Design blocpu_loader, sky130hd; sources not shown.
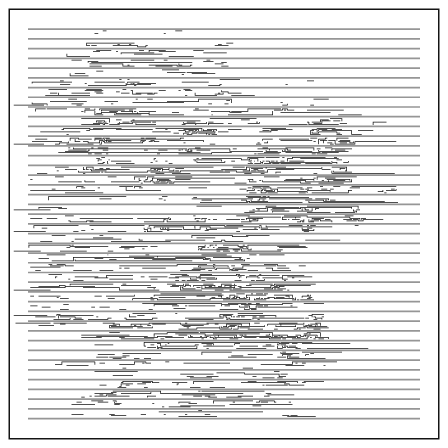
Run 1: M1 wires
Supply wires on this layer in grey.
nets with wire on the layer	435
main direction	horizontal
wire length on this layer	5180 µm
longest straight run	39.6 µm
share of all routed wire	49%
met1 global-route usage: 0.226
via count: 3337
total wire length: 10.7 mm

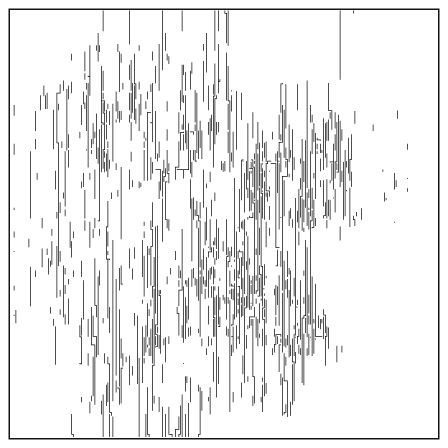
Run 1: metal 2
main direction	vertical
longest straight run	44.9 µm
share of all routed wire	45%
wire length on this layer	4810 µm
nets with wire on the layer	399
met2 GRT Util: 0.229

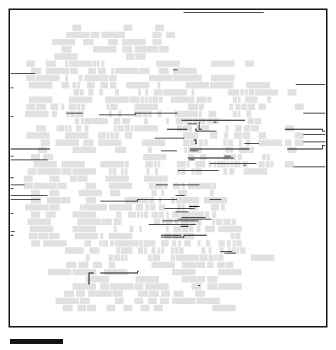
Run 1: the metal 3 layer
Bar = 20 µm. Cells faint in the background.
main direction	horizontal
longest straight run	30.1 µm
nets with wire on the layer	53
share of all routed wire	5.1%
met3 Usage GRT: 0.0372

==> results.toml, run 1 <==
# synthesis and place-and-route metrics
[run_status]
outcome = "finished clean"

[floorplan]
core.rowCount = 40
die_area_um2 = 14300
coreArea_um2 = 11900

[logic_synthesis]
synth_top_area_share = 0.494
yosysSeqAreaShare = 0.494
mux_share = 0.115
synth-seq-cells = 83

[critical_path]
cp-start-kind = "input port"
arrival_ns = 2.20
required_ns = 2.40

[placed_design]
dp.cells = 590
io_buffers = 46

[global_routing]
grt_max_degree = 43
grt-ovfl-total = 0
busiest_layer = "met2"
grt_pass1_wl_mm = 17.9
grt.total_usage = 0.156

[layout]
comb-cell-share = 0.388
instances_no_fill = 606
clock_area_frac = 0.0564
nNonClkInverters = 10
lay_top_cells = "dfrtp_1 (83), clkdlybuf4s50_1 (45), mux2_2 (34)"
postLayoutCellArea_um2 = 5170
fillers = 1167
buffers = 64
utilization = 0.434
layout_top_cell = "dfrtp_1"
dominant_cells = "flip-flops and latches"

[pwr]
maxPowerGroup = "registers"
p_sw_mw = 0.495
fin_total_pwr_mw = 2.28

[routing]
top_layer_used = "met4"
drtPass1Iterations = 4
avgViaCountPerCell = 5.51
drtAntennaViolNets = 0

[clocking]
cts_tree = "done"
post_cts_buffers = 0
cts_resized = 0

[timing]
post-route-min-period_ns = 2.80
holdWs_ns = 0.177
fin_crit_sh = 0.934
clock_skew_ns = 0.00686
tns_ns = 0
max-slew-margin-rel = 0.555
Run 1, clock nets:
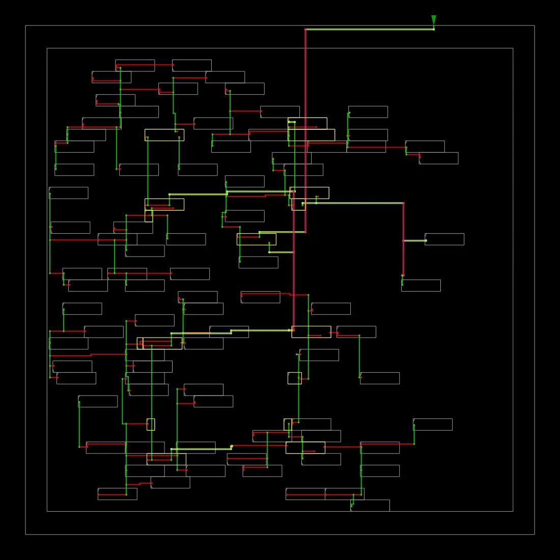

## Run 2: what changed since run 1
--- a/config.mk
+++ b/config.mk
@@ -6,6 +6,7 @@
 export NUM_CORES = 1
 export LEC_CHECK = 0
 export CAP_MARGIN = 25
+export CORE_ASPECT_RATIO = 0.9
 export CORE_MARGIN = 5
 export CORE_UTILIZATION = 35
 export CTS_CLUSTER_DIAMETER = 100
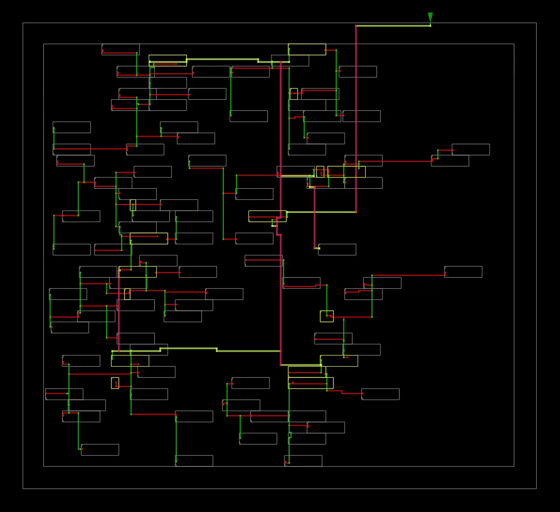
Run 2: clock nets
Num CTS Buffers: 9
Clk power: 1.09 mW
Final Skew: 0.00885 ns

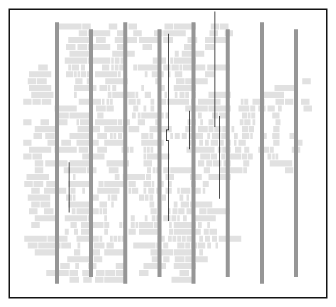
Run 2: signal wires on met4
Supply wires on this layer in grey. Cells faint in the background.
share of all routed wire	1.7%
wire length on this layer	189 µm
nets with wire on the layer	4
main direction	vertical
longest straight run	45.6 µm
total wire length: 11.0 mm
via count: 3369

==> results.toml, run 2 <==
# synthesis and place-and-route metrics
[floorplan]
die_h_um = 114
tap_cells = 160
die_area_um2 = 14300
coreArea_um2 = 11900
core.rowCount = 38

[clocking]
cts_resized = 0
cts_tree = "done"
post_cts_buffers = 0

[layout]
lay_top_cells = "dfrtp_1 (83), clkdlybuf4s50_1 (45), mux2_2 (34)"
clock_area_frac = 0.0553
postLayoutCellArea_um2 = 5180
layout_top_cell = "dfrtp_1"
comb-cell-share = 0.386
instances_no_fill = 619
buffers = 64
nNonClkInverters = 10
final_nets = 469
fillers = 1168
dominant_cells = "flip-flops and latches"
utilization = 0.436

[timing]
fin_crit_sh = 0.971
tightest_slew_ns = 0.787
max-slew-margin-rel = 0.471
post-route-min-period_ns = 2.91

[logic_synthesis]
mux_share = 0.115
synth_top_cell_by_area = "dfrtp_1"
yosysSeqAreaShare = 0.494
synth_top_area_share = 0.494
synthesis.nets = 411
synth-seq-cells = 83
area_leaders = "dfrtp_1 (49%), mux2_2 (9.1%), nor2_1 (2.9%)"

[global_routing]
busiest_layer = "met2"
grt_pass1_wl_mm = 18.6
grt.total_usage = 0.162
grt_max_degree = 53
grt-ovfl-total = 0
antenna_found_initial = 0
gr-usage-met3 = 0.0393
use_met2 = 0.242

[routing]
top_layer_used = "met4"
dr_wl_met2_mm = 4.87
drtPass1Iterations = 4
wl_per_cell_um = 17.7
avgViaCountPerCell = 5.44
drtAntennaViolNets = 0
drc = 0

[placed_design]
dp.cells = 603
io_buffers = 46

[flow_run]
drv_cap = 0

[critical_path]
arrival_ns = 3.14
cp-start-kind = "input port"
required_ns = 3.22

[pwr]
p_sw_mw = 0.489
maxPowerGroup = "registers"
p_comb_mw = 0.0596
fin_total_pwr_mw = 2.27
internal_power_mw = 1.78

[run_status]
outcome = "finished clean"
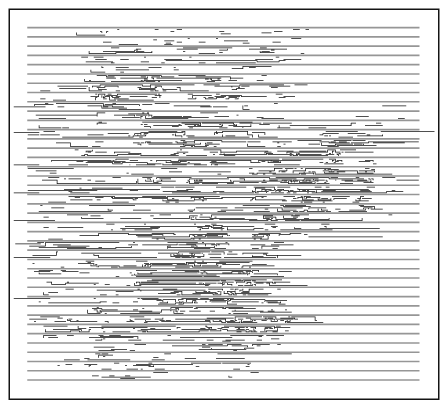
Run 2: M1 wires
Supply wires on this layer in grey.
met1 global-route usage: 0.230

Power and IR drop assume default switching activity.
